### config.mk
export PLATFORM = sky130hd
export DESIGN_NAME = wt_cpa_pipe
export DESIGN_NICKNAME = d
export VERILOG_FILES = /design/src/rtl/wt_pkg.sv /design/src/rtl/wt_ripple_add.sv /design/src/rtl/wt_cpa_pipe.sv
export SDC_FILE = /design/constraint.sdc
export NUM_CORES = 1
export LEC_CHECK = 0
export ABC_CLOCK_PERIOD_IN_PS = 5140
export CORE_MARGIN = 5
export CORE_UTILIZATION = 25
export DETAILED_ROUTE_END_ITERATION = 6
export GPL_ROUTABILITY_DRIVEN = 1
export PLACE_DENSITY = 0.52
export SLEW_MARGIN = 20
export SYNTH_ARGS = -nofsm -noshare
export SYNTH_HDL_FRONTEND = slang
export SYNTH_HIERARCHICAL = 1
export SYNTH_SLANG_ARGS = --single-unit
export TNS_END_PERCENT = 100
### constraint.sdc
create_clock -name clk -period 5.14 [get_ports clk]
set_input_delay 1.028 -clock clk [delete_from_list [all_inputs] [get_ports clk]]
set_output_delay 1.028 -clock clk [all_outputs]
set_load 0.01 [all_outputs]
### src/rtl/wt_pkg.sv
// Shared constants and the 3:2 compressor cell for the Wallace-tree multiplier datapath.
package wt_pkg;

    localparam int W_DEF = 16;
    localparam int H_DEF = W_DEF / 2;

    // 3:2 compressor: returns {carry, sum} of three equally weighted bits.
    function automatic logic [1:0] csa32(input logic a, input logic b, input logic c);
        return {(a & b) | (a & c) | (b & c), a ^ b ^ c};
    endfunction

endpackage

### src/rtl/wt_ripple_add.sv
// N-bit ripple-carry adder built from a chain of 3:2 compressor cells; purely combinational.
module wt_ripple_add
    import wt_pkg::*;
#(
    parameter int N = H_DEF
) (
    input  logic [N-1:0] a,
    input  logic [N-1:0] b,
    input  logic         cin,
    output logic [N-1:0] sum,
    output logic         cout
);

    always_comb begin : ripple
        logic       c;
        logic [1:0] r;
        c   = cin;
        r   = '0;
        sum = '0;
        for (int i = 0; i < N; i++) begin
            r      = csa32(a[i], b[i], c);
            sum[i] = r[0];
            c      = r[1];
        end
        cout = c;
    end

endmodule

### src/rtl/wt_cpa_pipe.sv
// Two-stage carry-propagate adder resolving the compressor sum/carry vectors into a binary product.
module wt_cpa_pipe
    import wt_pkg::*;
#(
    parameter int W = W_DEF
) (
    input  logic         clk,
    input  logic         rst_n,
    input  logic         in_valid,
    output logic         in_ready,
    input  logic [W-1:0] in_sum,
    input  logic [W-1:0] in_carry,
    output logic         out_valid,
    input  logic         out_ready,
    output logic [W-1:0] out_data,
    output logic         out_ovf
);

    localparam int H = W / 2;

    // Handshake: a beat moves on a rising edge only when valid && ready are both high;
    // valid never waits on ready, and the producer holds its data until the beat is taken.

    logic [W-1:0] b;
    logic [H-1:0] lo_res;
    logic         lo_cout;
    logic [H-1:0] hi_res;
    logic         hi_cout;
    logic         stall;

    logic         s1_valid;
    logic [H-1:0] s1_lo;
    logic         s1_cmid;
    logic [H-1:0] s1_hi_sum;
    logic [H-1:0] s1_hi_b;
    logic         s1_ctop;

    // The carry vector is one weight up; its MSB falls off the W-bit result into ovf.
    assign b        = {in_carry[W-2:0], 1'b0};
    assign stall    = out_valid && !out_ready;
    assign in_ready = rst_n && (!s1_valid || !stall);

    wt_ripple_add #(.N(H)) u_add_lo (
        .a    (in_sum[H-1:0]),
        .b    (b[H-1:0]),
        .cin  (1'b0),
        .sum  (lo_res),
        .cout (lo_cout)
    );

    wt_ripple_add #(.N(H)) u_add_hi (
        .a    (s1_hi_sum),
        .b    (s1_hi_b),
        .cin  (s1_cmid),
        .sum  (hi_res),
        .cout (hi_cout)
    );

    always_ff @(posedge clk) begin
        if (!rst_n) begin
            s1_valid  <= 1'b0;
            s1_lo     <= '0;
            s1_cmid   <= 1'b0;
            s1_hi_sum <= '0;
            s1_hi_b   <= '0;
            s1_ctop   <= 1'b0;
            out_valid <= 1'b0;
            out_data  <= '0;
            out_ovf   <= 1'b0;
        end else begin
            if (!stall) begin
                out_valid <= s1_valid;
                if (s1_valid) begin
                    out_data <= {hi_res, s1_lo};
                    out_ovf  <= hi_cout | s1_ctop;
                end
            end
            // S1 refills whenever its content moves on or it is empty.
            if (!stall || !s1_valid) begin
                s1_valid <= in_valid;
                if (in_valid) begin
                    s1_lo     <= lo_res;
                    s1_cmid   <= lo_cout;
                    s1_hi_sum <= in_sum[W-1:H];
                    s1_hi_b   <= b[W-1:H];
                    s1_ctop   <= in_carry[W-1];
                end
            end
        end
    end

endmodule

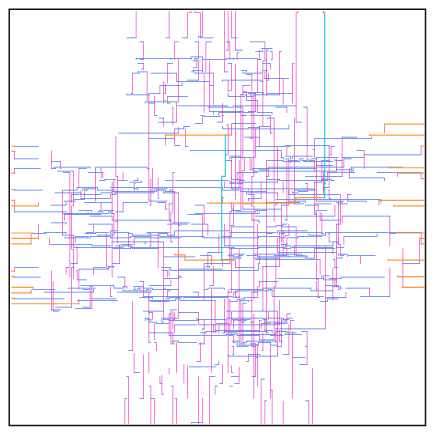
**Above:** metal layers overlaid.
Scale: 4 px per um.
metal 1: shown in blue, wire length 2480 um. metal 4: shown in cyan, wire length 78.4 um. metal 3: shown in orange, wire length 209 um. metal 2: shown in magenta, wire length 2090 um.
overall global routing resource usage: 9.31%
total wire length: 4850 um
Avg WL per Cell: 12.3 um
count of vias placed by the detailed router: 1642

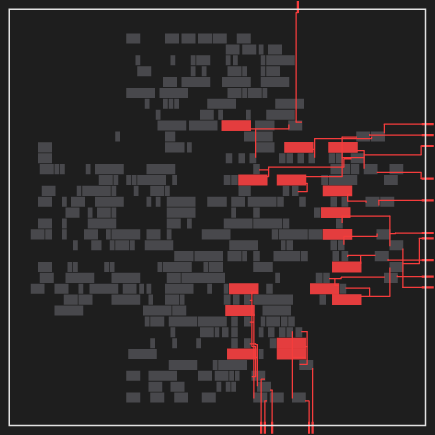
**Above:** port wiring.
Scale: 4 px per um.
out_data: shown in red, bits 16, direction output, end cells 16, wire 481 um.

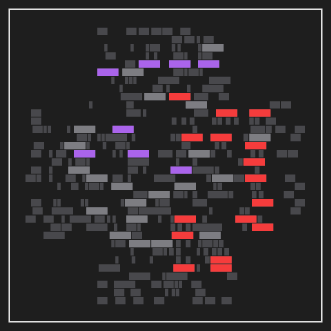
**Above:** sequential cells grouped by signal name.
Scale: 3 px per um. Other sequential cells in the stronger gray, the rest of the logic in the fainter gray.
s1_hi_b: shown in purple, placed flops 8. out_data: shown in red, placed flops 16.
Sequential Area: 901 sq um
sequential group power: 390 uW

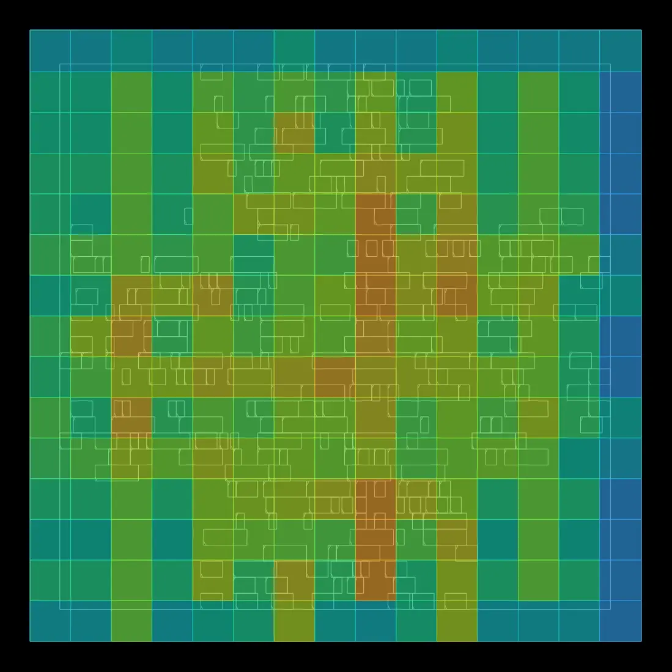
**Above:** routing congestion.
layer carrying the most global-route usage: met1
met2 routing resource usage after global routing: 13.2%

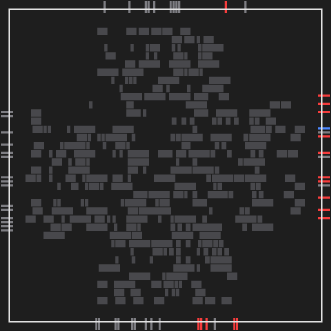
**Above:** pin placement.
Scale: 3 px per um. Pins as bars across the die edge, other pins in gray.
out_ready: shown in blue, pins 1, direction input, edge right. out_data: shown in red, pins 16, direction output, edge 10 right, 5 bottom, 1 top.
All pins by edge: 15 bottom, 15 left, 14 right, 11 top.

==> impl_metrics.tcl <==
# implementation run metrics
set metrics [dict create \
    result_of_the_run "finished clean" \
    fillerInstances 903 \
    rows 34 \
    cts_hold_buffers 0 \
    finish.instance_area_sq_um 2910 \
    clock_tree_area_fraction_pct 4.13 \
    ioPinCount 55 \
    antenna_left 0 \
    clkSinkCount 45 \
    post-dp-hpwl_um 3690 \
    die_h_um 104 \
    largest_contributor_to_cell_area_by_class "multi-input combinational cells" \
    portBuffers 54 \
    synthesis_area_per_yosys_sq_um 2190 \
    diodes 0 \
    drc_errors 0 \
    drive_gt1_share_pct 4.91 \
    internal_power_uw 601 \
    crit_path_end_kind "register" \
    first_global_vias 1669 \
    top_area_share_pct 41.0 \
    nClkBuffers 6 \
    ys_top_logic_family "adder cells" \
    initCoreUtil_pct 25.4 \
    power.clock.fraction_pct 34.6 \
    clockNetworkPower_uw 276 \
    mi_logic_area_sq_um 1100 \
    cts.root.buffer_cell "clkbuf_8" \
    synth_flops 45 \
    netlist.top_cell.by_area "dfxtp_1" \
    seq_area_share_pct 31.0 \
    inv_count 22 \
    numPlacedInstances 384 \
    cts-root-to-sink-buffers 2 \
    dp_worst_setup_slack_ns 0.476 \
    slew_headroom_pct 47.4 \
    syn-cell-area_sq_um 2190 \
    grt_antenna_before_repair 0 \
    power_uw 798 \
    num-nonclk-buffers 56 \
    setup.worst_path.class "in -> reg" \
    timing.critical_path.required_ns 5.36 \
    nonClkBufAreaFrac_pct 19.6 \
    ys_warn_count 6 \
    hold_class "reg -> reg" \
    pwr-share-seq_pct 48.8 \
    tritoncts "built" \
    comb_area_share_pct 37.8 \
    critPathArrivalTime_ns 4.53 \
    net-switching-power_uw 197 \
    floorplan.tapcells 108 \
    cts_resized 0 \
    core_area_sq_um 8640 \
    power_combinational_uw 132 \
    ff_count 45 \
    synthesis.area_per_instance_sq_um 9.22 \
    layout_setup_ws_ns 0.832 \
    xor_area_share_pct 0 \
    cell_area_after_placement_sq_um 2760 \
    final_replace_weighted_congestion 0.742 \
    ir_drop_v 0.000109 \
    rsz0062_at_grt "false" \
    power-per-cell-area_nw_per_um2 275 \
    final_setup_viols 0 \
    yosysCellCount 238 \
    max_clock_freq_mhz 232 \
    fin_crit_sh_pct 83.8 \
    mux_area_share_pct 11.9 \
    cts-htree-levels 2 \
    synthesis.instances 238 \
    synth.top_cells.by_area "dfxtp_1 41%, fa_1 15%, mux2i_1 12%, nand2_1 8.9%, a21oi_1 4.6%" \
    die-area_sq_um 10800 \
    nNetsFinal 336 \
    finClkSkew_ns 0.0108 \
    synth_compound_gate_area_share_pct 9.12 \
    worst_pin_slew_ns 0.788 \
    die_w_um 104 \
    clock_latency_of_the_later_clocked_register_in_the_worst_skew_pair_ns 0.30 \
    timing.final.crit_period_ns 4.31 \
    grt_max_degree 53 \
    drtIter0Drc 44 \
    crit_fanout 1 \
    flow.area_growth_from_synthesis_pct 32.5 \
    finalHoldViolCount 0 \
    grt_first_pass_wirelength_um 8240 \
    ys_sh_simple_pct 13.8 \
    cts_setup_buffers 0 \
    finalMaxSlewViolations 0 \
    holdWs_ns 0.456 \
    global_route.overflow_total 0 \
    fin_cells 393 \
    route.detailed.vias_per_inst 4.18 \
    clk_pin_slew_ns 0.08 \
    total_leakage_power_uw 0.00118 \
    timing.critical_path.from_type "primary input" \
    switching_share_pct 24.7 \
    share_comb_of_total_power_pct 16.6 \
    post_synth_num_cell_types 21 \
    power.largest_group "registers" \
    warning_count 26 \
    setup_tns_ns 0 \
    maximum_capacitance_violations 0 \
    dr.pass1.iters 4 \
    synth_adder_area_share_pct 14.6 \
    final_core_utilization_pct 33.7 \
]
-- worst max-delay path, cell delays in order --
cell,delay (ns)
clkdlybuf4s50_1,0.43
fa_1,0.43
fa_1,0.38
fa_1,0.39
fa_1,0.38
fa_1,0.39
fa_1,0.38
inv_1,0.08
fa_1,0.40
inv_1,0.06
nand2_1,0.04
mux2i_1,0.13
-- layout by cell type, fill, tap and decap left out, drive strengths merged --
cell type / count
a311oi: 1
o21ai: 16
conb: 2
dfxtp: 45
fa: 16
clkinvlp: 1
a21oi: 20
buf: 3
nand2: 52
nor2b: 1
nand3: 16
nor2: 2
inv: 22
clkbuf: 6
a21boi: 1
nand2b: 1
bufinv: 1
clkdlybuf4s50: 53
mux2i: 26
-- final timing paths --
path,start,end,slack [ns],depth (start not counted)
hold reg to reg,s1_hi_sum[7],s1_hi_sum[7],0.46,2
setup reg to reg,s1_cmid,out_data[15],1.35,14
hold / removal,s1_hi_sum[7],s1_hi_sum[7],0.46,2
setup / recovery,in_sum[1],s1_lo[7],0.83,12
-- registers in the layout (all words and copies together), names as in the netlist --
signal	flops
s1_hi_b	8
s1_lo	8
s1_hi_sum	8
s1_cmid	1
s1_valid	1
out_data	16
out_valid	1
out_ovf	1
s1_ctop	1
-- cells in the mapped netlist --
library cell / number
nor2b_4: 1
nand2_1: 52
buf_6: 2
nor2_1: 2
o21ai_0: 12
dfxtp_1: 45
buf_12: 2
buf_4: 1
mux2i_1: 26
inv_1: 21
a21oi_1: 20
a21boi_2: 1
nand3_1: 16
buf_2: 4
clkbuf_1: 9
fa_1: 16
a311oi_1: 1
nand2b_1: 1
conb_1: 1
inv_2: 1
o21ai_1: 4
-- metal layers --
metal	global-route usage (%)	share of wire, %
met5	0	0
met3	2.55	4.3
met4	3.05	1.6
met1	13.6	51
met2	13.2	43
No activity file was given, so power comes from the tool's default toggle rates.
